==> run_1/flops_by_reg.png <==
Bar = 20 um.
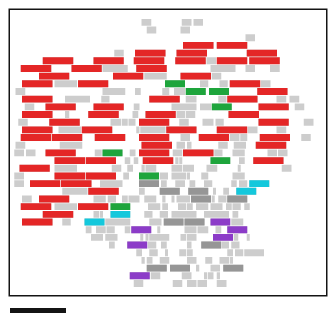
==> run_1/clocks.png <==
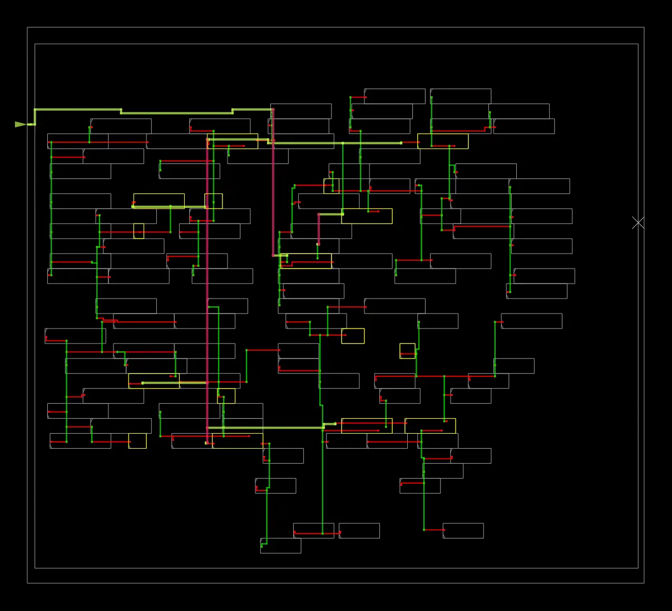
==> run_1/clk_routes.png <==
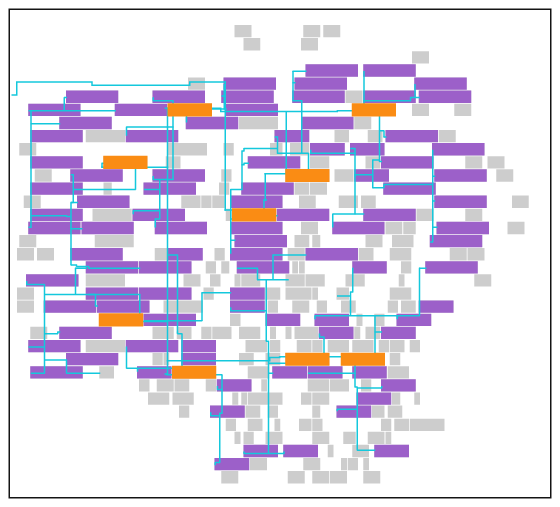
===== src/rtl/byte_unstriping_n.sv =====
// byte_unstriping_n: merges LANES striped lanes back into one word stream, strict round-robin,
// with a FIFO per lane and a single registered output slot.
module byte_unstriping_n #(
  parameter int LANES = 2,
  parameter int WIDTH = 8,
  parameter int DEPTH = 4,
  localparam int LW = $clog2(LANES),
  localparam int PW = $clog2(DEPTH),
  localparam int CW = $clog2(DEPTH + 1)
) (
  input  logic                   clk_2f,
  input  logic                   reset_L,
  input  logic [LANES*WIDTH-1:0] data_stripe,
  input  logic [LANES-1:0]       valid_stripe,
  output logic [LANES-1:0]       ready_stripe,
  output logic [WIDTH-1:0]       data_unstripe,
  output logic                   valid_unstripe,
  input  logic                   ready_unstripe,
  output logic [LW-1:0]          lane_unstripe,
  output logic                   overflow_err
);
  logic [WIDTH-1:0] mem_q [LANES][DEPTH];
  logic [LANES-1:0][PW-1:0] wr_q, wr_d, rd_q, rd_d;
  logic [LANES-1:0][CW-1:0] cnt_q, cnt_d;
  logic [LANES-1:0] rdy_q, rdy_d, push, pop;
  logic [LW-1:0] rr_q, rr_d, lane_q, lane_d;
  logic [WIDTH-1:0] data_q, data_d, head;
  logic valid_q, valid_d, ovf_q, ovf_d, slot_free, load;

  assign slot_free = !valid_q || ready_unstripe;
  assign load = slot_free && cnt_q[rr_q] != '0;
  assign head = mem_q[rr_q][rd_q[rr_q]];

  always_comb begin
    for (int i = 0; i < LANES; i++) begin
      push[i] = valid_stripe[i] && rdy_q[i];
      pop[i] = load && rr_q == LW'(i);
      wr_d[i] = wr_q[i] + PW'(push[i]);
      rd_d[i] = rd_q[i] + PW'(pop[i]);
      cnt_d[i] = cnt_q[i] + CW'(push[i]) - CW'(pop[i]);
      rdy_d[i] = cnt_d[i] != CW'(DEPTH);
    end
    // Ready is the registered start-of-cycle view, so a push into a full lane is lost even if it pops now.
    ovf_d = ovf_q || |(valid_stripe & ~rdy_q);
    rr_d = load ? (rr_q == LW'(LANES - 1) ? '0 : rr_q + LW'(1)) : rr_q;
    valid_d = slot_free ? load : valid_q;
    data_d = load ? head : data_q;
    lane_d = load ? rr_q : lane_q;
  end

  always_ff @(posedge clk_2f) begin
    for (int i = 0; i < LANES; i++)
      if (push[i]) mem_q[i][wr_q[i]] <= data_stripe[i*WIDTH +: WIDTH];
  end

  always_ff @(posedge clk_2f) begin
    if (!reset_L) begin
      wr_q <= '0;
      rd_q <= '0;
      cnt_q <= '0;
      rdy_q <= '1;
      rr_q <= '0;
      data_q <= '0;
      lane_q <= '0;
      valid_q <= 1'b0;
      ovf_q <= 1'b0;
    end else begin
      wr_q <= wr_d;
      rd_q <= rd_d;
      cnt_q <= cnt_d;
      rdy_q <= rdy_d;
      rr_q <= rr_d;
      data_q <= data_d;
      lane_q <= lane_d;
      valid_q <= valid_d;
      ovf_q <= ovf_d;
    end
  end

  assign ready_stripe = rdy_q;
  assign data_unstripe = data_q;
  assign valid_unstripe = valid_q;
  assign lane_unstripe = lane_q;
  assign overflow_err = ovf_q;
endmodule


===== config.mk =====
export PLATFORM = sky130hd
export DESIGN_NAME = byte_unstriping_n
export DESIGN_NICKNAME = d
export VERILOG_FILES = /design/src/rtl/byte_unstriping_n.sv
export SDC_FILE = /design/constraint.sdc
export NUM_CORES = 1
export LEC_CHECK = 0
export CORE_ASPECT_RATIO = 0.9
export CORE_UTILIZATION = 34
export CTS_CLUSTER_DIAMETER = 40
export DETAILED_ROUTE_END_ITERATION = 10
export GPL_TIMING_DRIVEN = 0
export PLACE_DENSITY = 0.64
export SLEW_MARGIN = 20
export SYNTH_ARGS = -nofsm -noshare
export SYNTH_HDL_FRONTEND = slang
export SYNTH_SLANG_ARGS = --single-unit
export TNS_END_PERCENT = 100

===== constraint.sdc =====
create_clock -name clk_2f -period 4.8 [get_ports clk_2f]
set_clock_uncertainty 0.15 [all_clocks]
set_input_delay 1.44 -clock clk_2f [delete_from_list [all_inputs] [get_ports clk_2f]]
set_output_delay 1.44 -clock clk_2f [all_outputs]
set_load 0.1 [all_outputs]

==> flow_summary.rst, run 1 <==
Run summary
-----------

.. list-table::
   :header-rows: 1

   * - Metric
     - Value
   * - Result of the run
     - finished with violations
   * - Violations in the final reports
     - DRC
   * - EDFF count, synth
     - 64
   * - Worst-path cell chain
     - clkdlybuf4s50_1 -> nor2b_1 -> a211oi_2 -> clkbuf_1 -> ha_1 -> xnor2_1 -> ha_1 -> inv_1 -> fa_1 -> xnor2_1 -> and2_1 -> nand3b_1
   * - Proportion of synthesized flip-flops having asynchronous set or reset
     - 0%
   * - Sink Count
     - 93
   * - Maximum number of pins on one net before global-route repair
     - 18
   * - Achievable clock frequency
     - 0.223 GHz
   * - Number of DRC violations after detailed-routing iteration 0
     - roughly 87
   * - TritonCTS clock tree
     - yes
   * - Worst min-delay path startpoint
     - overflow_err$_SDFF_PN0_
   * - Dominant delay contributor by cell family on the critical path
     - buffers and inverters
   * - Rows
     - 35
   * - Tool warnings
     - 29
   * - Die area
     - 11300 um^2
   * - Arrival time at the worst endpoint
     - 4.56 ns
   * - Clock input transition at the sequential cells of the worst setup and hold paths
     - roughly 0.07 ns
   * - Quantity of hold-fixing buffers added after cts
     - 0
   * - Wire length of the first global-routing pass
     - between 10000 and 15000 um
   * - Average footprint of a synthesized cell
     - 16.2 um^2
   * - Largest type area fraction
     - between 50% and 60%
   * - Cells on worst reg2reg path
     - 12
   * - Core ar.
     - 10400 um^2
   * - Top cells by area in the synthesized netlist
     - edfxtp_1, dfxtp_1, mux4_2, mux2i_1, ha_1
   * - Count of mapped cells out of synthesis
     - 229
   * - Type of the worst min-delay path
     - reg2reg
   * - Residual DRC count
     - 1
   * - Antenna cell count
     - 0
   * - R2R Path End
     - ready_stripe[1]$_SDFF_PN1_
   * - Level count of the clock H-tree
     - 3
-- flops_by_reg.png (at the start) --
Key: red = mem_q [sequential cells 64]; purple = cnt_q [sequential cells 6, where bottom centre]; green = data_unstripe [sequential cells 8]; cyan = wr_q [sequential cells 4]
Another 11 sequential cells are not coloured.

-- clocks.png (at the start) --
number of flip-flops and latches: 93
number of CTS-inserted buffers: 9
total clock network power: 0.000671 W
clock buffers: 9
clock latency on the worst-skew pair: 0.34 ns

-- clk_routes.png (at the start) --
Key: purple = flip-flops [count 93]; orange = clock drivers [count 9]; cyan = clock wires [length 1040 um]
There are 10 routed clock nets.

[run 1: layout by cell type, fill, tap and decap left out, types with 7 or more instances in the layout]
cell / synthesis / routed
mux4_2: 8 / 8
clkdlybuf4s50_1: 0 / 33
nand2_1: 8 / 8
mux2i_1: 17 / 17
clkbuf_16: 0 / 9
o221ai_1: 7 / 7
edfxtp_1: 64 / 64
dfxtp_1: 29 / 29
o221a_1: 7 / 7
nor2b_1: 11 / 11
inv_1: 7 / 7
ha_1: 8 / 8
xnor2_1: 8 / 8
and2_1: 15 / 15
[run 1: state kept, by name (all words and copies together) (netlist names), 2 cells and up, named ones only]
| register | flops |
|---|---|
| cnt_q | 6 |
| data_unstripe | 8 |
| mem_q | 64 |
| rd_q | 4 |
| ready_stripe | 2 |
| wr_q | 4 |
[run 1: layout make-up]
cell class	count	area, um^2
multi-input combinational	121	1150
inverter	7	26.3
buffer	8	50.0
timing repair buffer	34	338
fill	961	5910
tap	129	161
clock inverter	7	57.6
clock buffer	9	225
sequential	93	2500
[run 1: metrics by stage]
| step | util [%] | hold WS (ns) | setup TNS [ns] | std cells | instance area, um^2 |
|---|---|---|---|---|---|
| after floorplan | - | 0.402 | 0 | 229 | 3700 |
| after global placement | 40.2 | 0.299 | -0.0419 | 391 | 4190 |
| after detailed placement | 40.6 | 0.316 | -0.0931 | 392 | 4230 |
| after CTS | 43.3 | 0.333 | 0 | 408 | 4510 |
| after global routing | 43.3 | 0.349 | 0 | 408 | 4510 |
| final | 43.3 | 0.332 | 0 | 408 | 4510 |
[run 1: worst max-delay path by stage]
stage	startpoint	end	slack [ns]	cells after the start
final	ready_unstripe	ready_stripe[1]$_SDFF_PN1_	0.32	12
after global routing	ready_unstripe	ready_stripe[1]$_SDFF_PN1_	0.09	12
after CTS	ready_unstripe	ready_stripe[1]$_SDFF_PN1_	0.30	12
after detailed placement	ready_unstripe	ready_stripe[0]$_SDFF_PN1_	-0.05	12
after global placement	ready_unstripe	ready_stripe[0]$_SDFF_PN1_	-0.04	12
after floorplan	ready_unstripe	ready_stripe[0]$_SDFF_PN1_	0.91	11
[run 1: cells by family (layout without fill, tap and decap cells)]
group                      Yosys count  in the layout  synth area share [%]
AOI/OAI and AO/OA                   22             22                  5.35
xor gates and xnor gates            13             13                  3.08
adders and majority gates           10             10                  3.79
buffers and inverters               15             65                  2.06
DFF                                 93             93                  67.7
muxes                               28             28                  10.6
and+or+nand+nor                     48             48                  7.51
[run 1: layer usage]
metal	up-vias	GRT usage, %	wire length (um)
li1	957	-	-
met1	986	16.5	3120
met2	29	20.7	3250
met3	9	4.09	207
met4	0	4.62	87
met5	-	0	0
[run 1: report_power, final]
| group | total, W | switching [W] | internal, W | leakage (nW) |
|---|---|---|---|---|
| registers | 0.00108 | 0.0000761 | 0.00101 | 0.826 |
| clock network | 0.000671 | 0.000311 | 0.000359 | 0.135 |
| logic | 0.00107 | 0.000665 | 0.000405 | 0.686 |
| total | 0.00282 | 0.00105 | 0.00177 | 1.65 |
==> run_1/placement_by_type.png <==
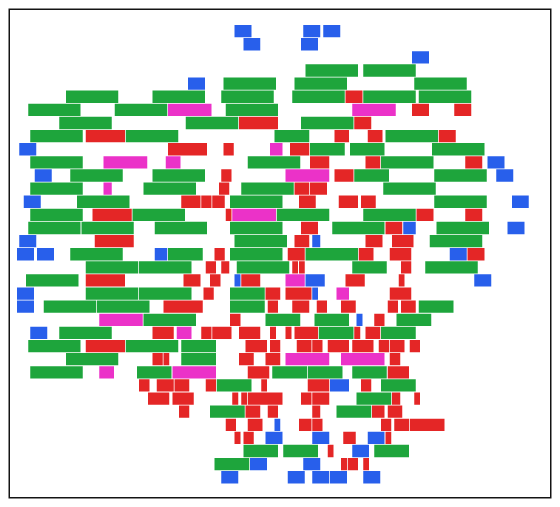

==> inputs of run 2 (changes only) <==
==> constraint.sdc (replaced) <==
create_clock -name clk_2f -period 4.26 [get_ports clk_2f]
set_clock_uncertainty 0.15 [all_clocks]
set_input_delay 1.278 -clock clk_2f [delete_from_list [all_inputs] [get_ports clk_2f]]
set_output_delay 1.278 -clock clk_2f [all_outputs]
set_load 0.1 [all_outputs]
==> run_2/placement_by_type.png <==
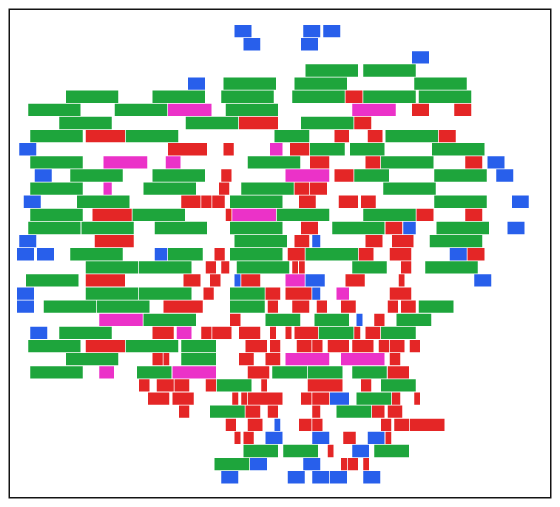
Key: green = sequential cells [cells 93]; magenta = clock drivers and dummy loads [cells 16]; blue = remaining buffers and delay cells [cells 42]; red = combinational and other logic [cells 128]

==> flow_summary.rst, run 2 <==
Run summary
-----------

.. list-table::
   :header-rows: 1

   * - Metric
     - Value
   * - Top cells by area in the synthesized netlist
     - edfxtp_1, dfxtp_1, mux4_2, mux2i_1, ha_1
   * - Count of filler cells inserted in the layout
     - 960 (-0.10%)
   * - Dominant logic cell type in the layout
     - edfxtp_1
   * - Count of mapped cells out of synthesis
     - 229 (unchanged)
   * - Smallest hold slack
     - 0.330 ns (-0.00206 ns)
   * - Antenna cell count
     - 0 (unchanged)
   * - Clock latency on the worst-skew pair
     - 0.34 ns (about the same)
   * - TritonCTS clock tree
     - yes
   * - Placed cells
     - 392 (unchanged)
   * - Violations in the final reports
     - DRC
   * - Arrival time at the worst endpoint
     - 4.02 ns (-0.54 ns)
   * - Residual DRC count
     - 1 (unchanged)
   * - Number of CTS-inserted buffers
     - 9 (unchanged)
   * - Maximum number of pins on one net before global-route repair
     - 18 (unchanged)
   * - Type of the worst min-delay path
     - reg2reg
   * - Achievable clock frequency
     - 0.255 GHz
   * - Clock input transition at the sequential cells of the worst setup and hold paths
     - 0.07 ns (about the same)
   * - Worst min-delay path startpoint
     - overflow_err$_SDFF_PN0_
   * - Tool warnings
     - 29 (unchanged)
   * - Wire length of the first global-routing pass
     - 10700 um (about the same)
   * - Rows
     - 35 (unchanged)
   * - Result of the run
     - finished with violations
   * - Core ar.
     - 10400 um^2 (unchanged)
   * - Average footprint of a synthesized cell
     - 16.2 um^2 (unchanged)
   * - Startpoint of the most critical setup path
     - ready_unstripe
   * - Die area
     - 11300 um^2 (unchanged)
   * - Proportion of synthesized flip-flops having asynchronous set or reset
     - 0% (unchanged)
   * - Non-Filler Instances
     - 408 (unchanged)
## run 2: cell counts after synthesis
Identical to the previous run, type by type.
## run 2: per-stage QoR
step / utilization [%] / power, W / TNS (ns) / worst slack [ns] / cell area (um^2)
2_1_floorplan: - / 0.00215 / 0 / 0.530 / 3700
3_3_place_gp: 40.2 / 0.00243 / -1.74 / -0.420 / 4190
3_5_place_dp: 40.6 / 0.00246 / -1.85 / -0.428 / 4230
4_1_cts: 43.3 / 0.00323 / 0 / 0.0899 / 4520
5_1_grt: 43.4 / 0.00337 / 0 / 0.140 / 4520
6_report: 43.4 / 0.00319 / 0 / 0.331 / 4520
## run 2: kinds of logic after synthesis
kind of cell / after synthesis / synth area share (%)
flip-flops: 93 / 67.7
AND/OR/NAND/NOR: 48 / 7.51
multiplexers: 28 / 10.6
AND-OR/OR-AND: 22 / 5.35
buffers and inverters: 15 / 2.06
XOR/XNOR: 13 / 3.08
adder cells (fa/ha/maj): 10 / 3.79
## run 2: path summary, 6_finish.rpt
kind	endpoint	cells past startpoint	slack (ns)
hold reg to reg	overflow_err$_SDFF_PN0_	1	0.33
setup / recovery	ready_stripe[0]$_SDFF_PN1_	12	0.33
hold / removal	overflow_err$_SDFF_PN0_	1	0.33
setup reg to reg	ready_stripe[0]$_SDFF_PN1_	12	0.97
## run 2: report_power, final
group          switching (W)  internal [W]
registers          0.0000856       0.00113
logic               0.000756      0.000463
clock network       0.000351      0.000405
total                0.00119       0.00200
## run 2: critical path, cell delays in order
cell and delay, ns:
clkdlybuf4s50_1 0.46, nor2b_1 0.07, a211oi_4 0.43, clkbuf_2 0.37, ha_1 0.25, xnor2_1 0.08
ha_1 0.20, fa_1 0.37, xor2_1 0.17, xnor2_1 0.13, and2_1 0.15, nand2_1 0.05
## run 2: repair_timing
item | 4_1_cts | 5_1_grt
hold buffers | 0 | 0
pin swaps | 0 | 0
resized | 1 | 2
endpoints found under the setup margin | 3 | 3
hold endpoints to repair | 0 | 0
## run 2: cell type report
type / instances / area, um^2 / area share [%]
clock inverters: 7 / 57.6 / 1.27
clock buffers: 9 / 225 / 4.98
multi-input cells: 121 / 1160 / 25.6
flip-flops and latches: 93 / 2500 / 55.4
repair buffers: 34 / 338 / 7.48
well taps: 129 / 161 / 3.57
inverters: 7 / 26.3 / 0.581
plain buffers: 8 / 51.3 / 1.14
## run 2: metal layers
metal  vias to the layer above  GRT usage, %  part of all wire, %
met5                         -             0                    0
met3                         9          4.09                  4.6
met4                         0          4.62                  1.3
met1                       972          16.5                   46
met2                        42          20.7                   48
li1                        954             -                    -
==> inputs of run 3 (changes only) <==
==> constraint.sdc (replaced) <==
create_clock -name clk_2f -period 4.26 [get_ports clk_2f]
set_clock_uncertainty 0.15 [all_clocks]
set_input_delay 1.278 -clock clk_2f [delete_from_list [all_inputs] [get_ports clk_2f]]
set_output_delay 1.278 -clock clk_2f [all_outputs]
set_load 0.05 [all_outputs]
==> run_3/placement_by_type.png <==
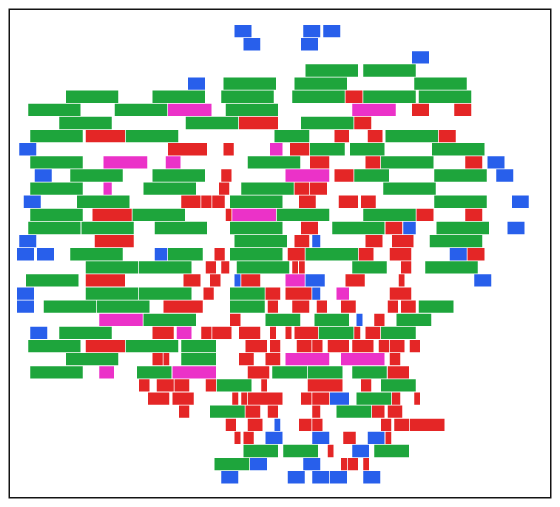
Key: red = combinational and other logic [cells 128]; blue = remaining buffers and delay cells [cells 42]; green = sequential cells [cells 93]; magenta = clock drivers and dummy loads [cells 16]

==> flow_summary.rst, run 3 <==
Run summary
-----------

.. list-table::
   :header-rows: 1

   * - Metric
     - Value
   * - Count of filler cells inserted in the layout
     - 960 (unchanged)
   * - Non-Filler Instances
     - 408 (unchanged)
   * - Buf/Inv on CP
     - 2 (unchanged)
   * - Violations in the final reports
     - DRC
   * - Antenna cell count
     - 0 (unchanged)
   * - TritonCTS clock tree
     - yes
   * - Tool warnings
     - 29 (unchanged)
   * - Placed cells
     - 392 (unchanged)
   * - Clk pwr share
     - 24.9% (+1.2 points)
   * - Area fraction in full adders, half adders and majority gates
     - 3.79% (unchanged)
   * - Cells on worst reg2reg path
     - 12 (unchanged)
   * - Wire length of the first global-routing pass
     - 10700 um (unchanged)
   * - Maximum number of pins on one net before global-route repair
     - 18 (unchanged)
   * - Clock latency on the worst-skew pair
     - 0.34 ns (about the same)
   * - Worst-path cell with the longest stage delay
     - clkdlybuf4s50_1
   * - Combinational fraction of design power
     - 34.9% (-3.3 points)
   * - Worst-path cell chain
     - clkdlybuf4s50_1 -> nor2b_1 -> a211oi_4 -> clkbuf_2 -> ha_1 -> xnor2_1 -> ha_1 -> fa_1 -> xor2_1 -> xnor2_1 -> and2_1 -> nand2_1
   * - Rows
     - 35 (unchanged)
   * - Delay contributed by the slowest stage of the critical path
     - 0.46 ns (about the same)
   * - Proportion of synthesized flip-flops having asynchronous set or reset
     - 0% (unchanged)
   * - Arrival time at the worst endpoint
     - 4.02 ns (about the same)
   * - Achievable clock frequency
     - 0.255 GHz (unchanged)
   * - Dominant delay contributor by cell family on the critical path
     - buffers and inverters
   * - Switching part of the total power
     - 34.0% (-3.4 points)
   * - Synth logic family
     - multiplexers
   * - Startpoint of the most critical setup path
     - ready_unstripe
   * - FF-to-FF setup slack
     - 0.97 ns (about the same)
   * - Post-placement setup slack
     - -0.428 ns (unchanged)
   * - Residual DRC count
     - 1 (unchanged)
   * - Clock input transition at the sequential cells of the worst setup and hold paths
     - 0.07 ns (about the same)
   * - Result of the run
     - finished with violations
run 3: routing by layer:
layer	vias to the layer above	GRT usage [%]	share of wire [%]
li1	954	-	-
met1	972	16.5	46
met2	42	20.7	48
met3	9	4.09	4.6
met4	0	4.62	1.3
met5	-	0	0
run 3: kinds of logic after synthesis:
group,count (synthesis)
adders and majority gates,10
xor gates and xnor gates,13
AOI/OAI and AO/OA,22
and+or+nand+nor,48
muxes,28
DFF,93
buffers and inverters,15
run 3: per-stage QoR:
stage          cell area, um^2  TNS (ns)
2_1_floorplan             3700         0
3_3_place_gp              4190     -1.74
3_5_place_dp              4230     -1.85
4_1_cts                   4520         0
5_1_grt                   4520         0
6_report                  4520         0
run 3: what timing repair did:
action,4_1_cts,5_1_grt
endpoints found under the setup margin,3,3
endpoints found under the hold margin,0,0
gates resized,1,2
pin swaps,0,0
run 3: power by group through the flow:
stage               registers (W)  logic [W]  clock network, W
floorplan                 0.00136   0.000622                 0
global placement          0.00123    0.00104                 0
detailed placement        0.00124    0.00106                 0
CTS                       0.00122    0.00107          0.000777
global route              0.00123    0.00116          0.000815
finish                    0.00122    0.00106          0.000756
run 3: area by class of cell:
type	count	share of cell area, %
Buffer	8	1.14
Clock buffer	9	4.98
Clock inverter	7	1.27
Inverter	7	0.581
Multi-Input combinational cell	121	25.6
Sequential cell	93	55.4
Tap cell	129	3.57
Timing Repair Buffer	34	7.48
run 3: worst min-delay path by stage:
stage	start	endpoint	slack, ns	cells past startpoint
6_report	overflow_err$_SDFF_PN0_	overflow_err$_SDFF_PN0_	0.33	1
5_1_grt	overflow_err$_SDFF_PN0_	overflow_err$_SDFF_PN0_	0.35	1
4_1_cts	overflow_err$_SDFF_PN0_	overflow_err$_SDFF_PN0_	0.33	1
3_5_place_dp	overflow_err$_SDFF_PN0_	overflow_err$_SDFF_PN0_	0.32	1
3_3_place_gp	overflow_err$_SDFF_PN0_	overflow_err$_SDFF_PN0_	0.30	1
2_1_floorplan	cnt_q[0]$_SDFF_PN0_	ready_stripe[0]$_SDFF_PN1_	0.40	3
run 3: worst reg2reg max path, cell delays in order, from the launching register on:
cell	delay (ns)
dfxtp_1	0.34
buf_6	0.15
nor4_1	0.61
a211oi_4	0.18
clkbuf_2	0.28
ha_1	0.27
xnor2_1	0.13
ha_1	0.20
fa_1	0.37
xor2_1	0.17
xnor2_1	0.13
and2_1	0.15
nand2_1	0.05
Power is estimated from default activity; no workload was simulated.
